**config.mk**
```make
export PLATFORM = sky130hd
export DESIGN_NAME = load_store_unit_flat
export DESIGN_NICKNAME = d
export VERILOG_FILES = /design/src/rtl/load_store_unit_if.sv /design/src/rtl/load_store_unit.sv /design/src/flat_wrapper.sv
export SDC_FILE = /design/constraint.sdc
export NUM_CORES = 1
export LEC_CHECK = 0
export CAP_MARGIN = 5
export CORE_MARGIN = 2
export CORE_UTILIZATION = 39
export DETAILED_ROUTE_END_ITERATION = 10
export GPL_TIMING_DRIVEN = 0
export PLACE_DENSITY = 0.73
export SYNTH_ARGS = -nofsm -noshare
export SYNTH_HDL_FRONTEND = slang
export SYNTH_SLANG_ARGS = --single-unit
```
**constraint.sdc**
```tcl
create_clock -name clk -period 2.6 [get_ports clk]
set_input_delay 0.65 -clock clk [delete_from_list [all_inputs] [get_ports clk]]
set_output_delay 0.65 -clock clk [all_outputs]
set_load 0.1 [all_outputs]
```
**src/rtl/load_store_unit_if.sv**
```systemverilog
// Word-wide memory bus between the load/store unit (master) and memory (slave).
// One request is held open until the memory acknowledges it.
interface load_store_unit_if;
    logic        mem_req;
    logic        mem_we;
    logic [31:0] mem_addr;
    logic [3:0]  mem_wstrb;
    logic [31:0] mem_wdata;
    logic        mem_ack;
    logic [31:0] mem_rdata;

    modport master (
        output mem_req, mem_we, mem_addr, mem_wstrb, mem_wdata,
        input  mem_ack, mem_rdata
    );

    modport slave (
        input  mem_req, mem_we, mem_addr, mem_wstrb, mem_wdata,
        output mem_ack, mem_rdata
    );
endinterface

```
**src/rtl/load_store_unit.sv**
```systemverilog
// Single-outstanding load/store unit: aligns and formats byte/half/word accesses
// onto a word bus, extends load data, and flags misalignment and bus timeouts.
module load_store_unit #(
    parameter int TIMEOUT = 16
) (
    input  logic        clk,
    input  logic        rst,
    input  logic        valid_i,
    input  logic        we_i,
    input  logic [2:0]  dex_i,
    input  logic [31:0] addr_i,
    input  logic [31:0] wdata_i,
    output logic        stall_o,
    output logic        done_o,
    output logic [31:0] rdata_o,
    output logic        misalign_o,
    output logic        timeout_o,
    load_store_unit_if.master mem
);

    localparam int CW = $clog2(TIMEOUT + 1);

    typedef enum logic [1:0] {IDLE, BUS, DONE} state_t;

    state_t        state, state_nxt;
    logic [CW-1:0] wait_cnt;
    logic          we_q;
    logic [2:0]    dex_q;
    logic [1:0]    off_q;

    logic          accept;
    logic          misalign;
    logic          expired;
    logic [3:0]    wstrb_nxt;
    logic [31:0]   wdata_nxt;
    logic [31:0]   shifted;
    logic [31:0]   load_ext;

    assign accept  = (state == IDLE) && valid_i;
    assign expired = (wait_cnt == CW'(TIMEOUT - 1));
    assign stall_o = valid_i && (state != DONE);
    assign done_o  = (state == DONE);

    // NOTE: every always_comb output gets a default first so no path leaves it unassigned (no latch).
    always_comb begin
        misalign = 1'b1;
        case (dex_i)
            3'b000, 3'b100: misalign = 1'b0;
            3'b001, 3'b101: misalign = addr_i[0];
            3'b010:         misalign = |addr_i[1:0];
            default:        misalign = 1'b1;
        endcase
    end

    // Store lanes: data is replicated so the strobes alone pick the target bytes.
    always_comb begin
        wstrb_nxt = 4'b1111;
        wdata_nxt = wdata_i;
        case (dex_i[1:0])
            2'b00: begin
                wstrb_nxt = 4'b0001 << addr_i[1:0];
                wdata_nxt = {4{wdata_i[7:0]}};
            end
            2'b01: begin
                wstrb_nxt = 4'b0011 << addr_i[1:0];
                wdata_nxt = {2{wdata_i[15:0]}};
            end
            default: ;
        endcase
        if (!we_i)
            wstrb_nxt = 4'b0000;
    end

    always_comb begin
        shifted  = mem.mem_rdata >> {off_q, 3'b000};
        load_ext = mem.mem_rdata;
        case (dex_q[1:0])
            2'b00:   load_ext = {{24{~dex_q[2] & shifted[7]}},  shifted[7:0]};
            2'b01:   load_ext = {{16{~dex_q[2] & shifted[15]}}, shifted[15:0]};
            default: ;
        endcase
    end

    always_comb begin
        state_nxt = state;
        case (state)
            IDLE:    if (valid_i) state_nxt = misalign ? DONE : BUS;
            BUS:     if (mem.mem_ack || expired) state_nxt = DONE;
            DONE:    state_nxt = IDLE;
            default: state_nxt = IDLE;
        endcase
    end

    // NOTE: sequential state uses non-blocking assignments so all registers update from pre-edge values.
    always_ff @(posedge clk) begin
        if (rst)
            state <= IDLE;
        else
            state <= state_nxt;
    end

    always_ff @(posedge clk) begin
        if (rst) begin
            mem.mem_req   <= 1'b0;
            mem.mem_we    <= 1'b0;
            mem.mem_addr  <= '0;
            mem.mem_wstrb <= '0;
            mem.mem_wdata <= '0;
            rdata_o       <= '0;
            misalign_o    <= 1'b0;
            timeout_o     <= 1'b0;
            wait_cnt      <= '0;
            we_q          <= 1'b0;
            dex_q         <= '0;
            off_q         <= '0;
        end else if (accept) begin
            we_q       <= we_i;
            dex_q      <= dex_i;
            off_q      <= addr_i[1:0];
            rdata_o    <= '0;
            misalign_o <= misalign;
            timeout_o  <= 1'b0;
            wait_cnt   <= '0;
            if (!misalign) begin
                mem.mem_req   <= 1'b1;
                mem.mem_we    <= we_i;
                mem.mem_addr  <= {addr_i[31:2], 2'b00};
                mem.mem_wstrb <= wstrb_nxt;
                mem.mem_wdata <= wdata_nxt;
            end
        end else if (state == BUS) begin
            // An ack in the final wait cycle wins over the timeout.
            if (mem.mem_ack) begin
                mem.mem_req <= 1'b0;
                if (!we_q)
                    rdata_o <= load_ext;
            end else if (expired) begin
                mem.mem_req <= 1'b0;
                timeout_o   <= 1'b1;
            end else begin
                wait_cnt <= wait_cnt + CW'(1);
            end
        end
    end

endmodule

```
**src/flat_wrapper.sv**
```systemverilog
// flat-port wrapper written by rule: the top's interface ports become plain ports
module load_store_unit_flat 
#(
    parameter int TIMEOUT = 16
)
  (clk, rst, valid_i, we_i, dex_i, addr_i, wdata_i, stall_o, done_o, rdata_o, misalign_o, timeout_o, mem_mem_req, mem_mem_we, mem_mem_addr, mem_mem_wstrb, mem_mem_wdata, mem_mem_ack, mem_mem_rdata);
  load_store_unit_if mem_i ();
  input  logic clk;
  input  logic rst;
  input  logic valid_i;
  input  logic we_i;
  input  logic [2:0] dex_i;
  input  logic [31:0] addr_i;
  input  logic [31:0] wdata_i;
  output logic stall_o;
  output logic done_o;
  output logic [31:0] rdata_o;
  output logic misalign_o;
  output logic timeout_o;
  output wire logic [$bits(mem_i.mem_req)-1:0] mem_mem_req;
  output wire logic [$bits(mem_i.mem_we)-1:0] mem_mem_we;
  output wire logic [$bits(mem_i.mem_addr)-1:0] mem_mem_addr;
  output wire logic [$bits(mem_i.mem_wstrb)-1:0] mem_mem_wstrb;
  output wire logic [$bits(mem_i.mem_wdata)-1:0] mem_mem_wdata;
  input wire logic [$bits(mem_i.mem_ack)-1:0] mem_mem_ack;
  input wire logic [$bits(mem_i.mem_rdata)-1:0] mem_mem_rdata;
  assign mem_mem_req = mem_i.mem_req;
  assign mem_mem_we = mem_i.mem_we;
  assign mem_mem_addr = mem_i.mem_addr;
  assign mem_mem_wstrb = mem_i.mem_wstrb;
  assign mem_mem_wdata = mem_i.mem_wdata;
  assign mem_i.mem_ack = mem_mem_ack;
  assign mem_i.mem_rdata = mem_mem_rdata;
  load_store_unit #(.TIMEOUT(TIMEOUT)) u_core (.clk(clk), .rst(rst), .valid_i(valid_i), .we_i(we_i), .dex_i(dex_i), .addr_i(addr_i), .wdata_i(wdata_i), .stall_o(stall_o), .done_o(done_o), .rdata_o(rdata_o), .misalign_o(misalign_o), .timeout_o(timeout_o), .mem(mem_i));
endmodule
```
==> reports/metrics.cfg, run 1 <==
[min_path]
whs_path_depth=2

[cells_and_area]
regArea_um2=2302
finalNonFillerCells=1033
area_growth_pct=56.02

[status]
status=complete, no violations

[cts]
clkSlewWorstSetupHoldPaths_ns=0.06
clock_sinks=115

[global_route]
gr-usage-met1_pct=30.35
top_usage_layer=met2
grt_overflow=0
use_met3_pct=5.656

[logic_synthesis]
xor_share_pct=0.5017
synthTopCellsByCount=146 x nand2_1, 115 x dfxtp_1, 64 x a21oi_1, 41 x nor2_1, 41 x o21ai_0
synth_adder_area_share_pct=0.4778

[place]
place_inst=1001
portBuffers=206

[critical_path]
criticalPathCategory=register to primary output
cp.depth=1
r2r_setup_slack_ns=0.61
crit_start=u_core.mem.mem_wstrb[2]

[die]
die_h_um=119.9
initCoreUtil_pct=39.71

[flow_run]
drv_cap=0

[routing]
wl_mm=17.78

-- run 1: where the power goes --
part	switching, W	internal, W	total [W]
combinational	0.000918	0.000434	0.00135
clock	0.000840	0.00160	0.00244
sequential	0.0000476	0.00184	0.00189
-- run 1: metrics by stage --
step | hold slack, ns | util, % | setup slack, ns | setup TNS, ns | total power (W)
global placement | 0.4406 | 57.08 | -0.4679 | -0.4679 | 0.003251
CTS | 0.4538 | 61.76 | 0.01055 | 0 | 0.005703
finish | 0.4534 | 61.95 | 0.02563 | 0 | 0.005682
floorplan | 0.4522 | - | 0.1444 | 0 | 0.002829
detailed placement | 0.4461 | 57.08 | -0.4809 | -0.4809 | 0.003271
global route | 0.4700 | 61.95 | 0.001020 | 0 | 0.005853
Fig. 1: run 1, cell placement
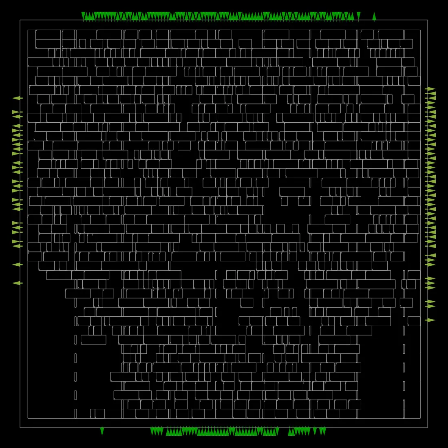
sequential cell area share: 28.17%
Tapcells: 176
Rows: 42

Fig. 2: run 1, wires at chosen ports, followed through buffers
Scale: 3 px per um.
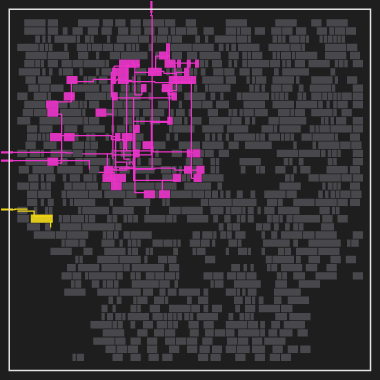
- `dex_i`: magenta (bits 3; direction input; end cells 52; buffers 9; wire 698 um)
- `timeout_o`: yellow (bits 1; direction output; end cells 1; buffers 1; wire 21.2 um)

Fig. 3: run 1, cells by drive strength
Scale: 3 px per um.
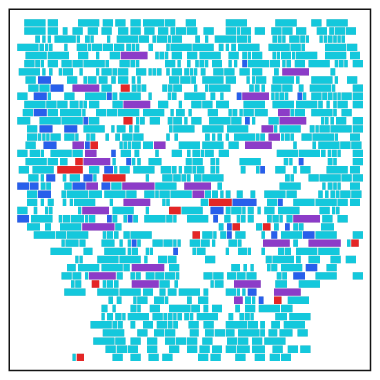
- x2: blue (cells 44; share 5.1%)
- x3 and x4: red (cells 15; share 1.8%)
- x1 and smaller: cyan (cells 768; share 90%)
- x6 and larger: purple (cells 30; share 3.5%)

==> inputs of run 2 (changes only) <==
--- a/config.mk
+++ b/config.mk
@@ -11,6 +11,7 @@
 export DETAILED_ROUTE_END_ITERATION = 10
 export GPL_TIMING_DRIVEN = 0
 export PLACE_DENSITY = 0.73
+export SETUP_SLACK_MARGIN = 0.4
 export SYNTH_ARGS = -nofsm -noshare
 export SYNTH_HDL_FRONTEND = slang
 export SYNTH_SLANG_ARGS = --single-unit
Fig. 4: run 2, M1 wires
Scale: 4 px per um. Supply wires on this layer in gray. Cells faint in the background.
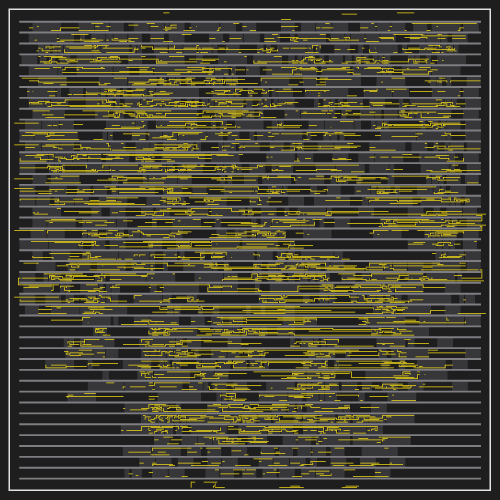
- nets with wire on the layer: 861
- wire length on this layer: 7450 um
- longest straight run: 41.9 um
- main direction: horizontal

Fig. 5: run 2, cells by drive strength
Scale: 3 px per um.
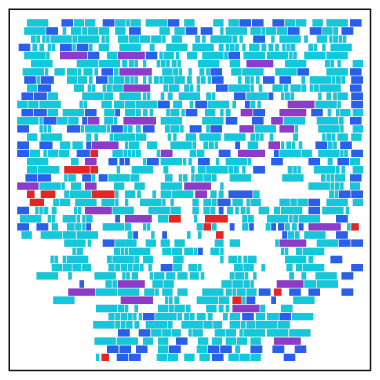
- x1 and smaller: cyan (cells 666; share 78%)
- x2: blue (cells 143; share 17%)
- x6 and larger: purple (cells 32; share 3.7%)
- x3 and x4: red (cells 15; share 1.8%)

==> reports/metrics.cfg, run 2 <==
[status]
status=complete, no violations

[sta]
whs_ns=0.4463  ; -0.007138 ns
tns_ns=0  ; unchanged

[critical_path]
criticalPathCategory=input port to primary output
cp.depth=3  ; +2
r2r_setup_slack_ns=0.58  ; -0.03 ns
crit_start=valid_i

[global_route]
grt_pass1_vias=5169
top_usage_layer=met2
gr-usage-met1_pct=29.83  ; -0.52 points
grt.total_usage_pct=24.13
use_met3_pct=6.369  ; +0.71 points
grt_overflow=0  ; unchanged

[cts]
clock_sinks=115  ; unchanged

[power_and_ir_drop]
switching_share_pct=31.13  ; -0.64 points
power_frac_comb_pct=23.6  ; -0.2 points
switching_power_w=0.001765  ; -2.2%
intPower_w=0.003904  ; +0.69%
pwr-share-clk_pct=43.1  ; +0.2 points
seq_power_share_pct=33.4  ; about the same

[min_path]
whs_path_depth=2  ; unchanged
hold_path_end=u_core.mem.mem_wstrb[0]

[cells_and_area]
regArea_um2=2302  ; unchanged
reg_top3=u_core.mem.mem_wdata (32), u_core.rdata_o (32), u_core.mem.mem_addr (30)
seq_area_share_pct=27.77  ; -0.40 points

[routing]
vias=5387
wl_mm=17.47  ; -1.8%
routedLengthMet1_mm=7.453

[flow_run]
drv_cap=0  ; unchanged

[place]
portBuffers=206  ; unchanged

[die]
n_tap_cell=176  ; unchanged
initCoreUtil_pct=39.71  ; unchanged
rows=42  ; unchanged
io_pins=210
die_h_um=119.9  ; unchanged

[logic_synthesis]
synth_adder_area_share_pct=0.4778  ; unchanged
xor_share_pct=0.5017  ; unchanged
synthTopCellsByCount=146 x nand2_1, 115 x dfxtp_1, 64 x a21oi_1, 41 x nor2_1, 41 x o21ai_0

Fig. 6: run 2, cell placement
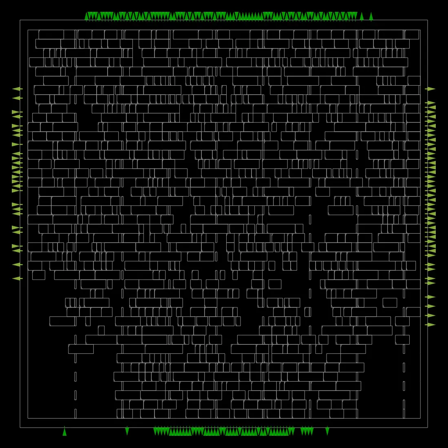
Cell Count, Final, Fillers Out: 1032
core area: 13190 um2
fill count: 1116
Util after Layout: 62.85%
registers: 115

==> run 2: cell counts after synthesis <==
Identical to the previous run, type by type.
==> run 2: power groups by stage <==
stage	Clock [W]	Sequential (W)	Combinational (W)
after global routing	0.00255	0.00190	0.00140
after global placement	0	0.00192	0.00133
after detailed placement	0	0.00193	0.00134
after CTS	0.00247	0.00189	0.00133
after floorplan	0	0.00242	0.000415
final	0.00244	0.00189	0.00134
==> run 2: per-stage QoR <==
stage	cells	utilization [%]	instance area [um2]	setup WS [ns]	power, W
3_3_place_gp	1001	57.11	7533	-0.4670	0.003254
2_1_floorplan	619	-	5251	0.4826	0.002830
4_1_cts	1032	62.72	8273	0.3533	0.005687
5_1_grt	1032	62.85	8290	0.4023	0.005848
3_5_place_dp	1001	57.11	7533	-0.4727	0.003269
6_report	1032	62.85	8290	0.4126	0.005668
Power figures rest on the tool's default switching activity, not on a simulated workload.
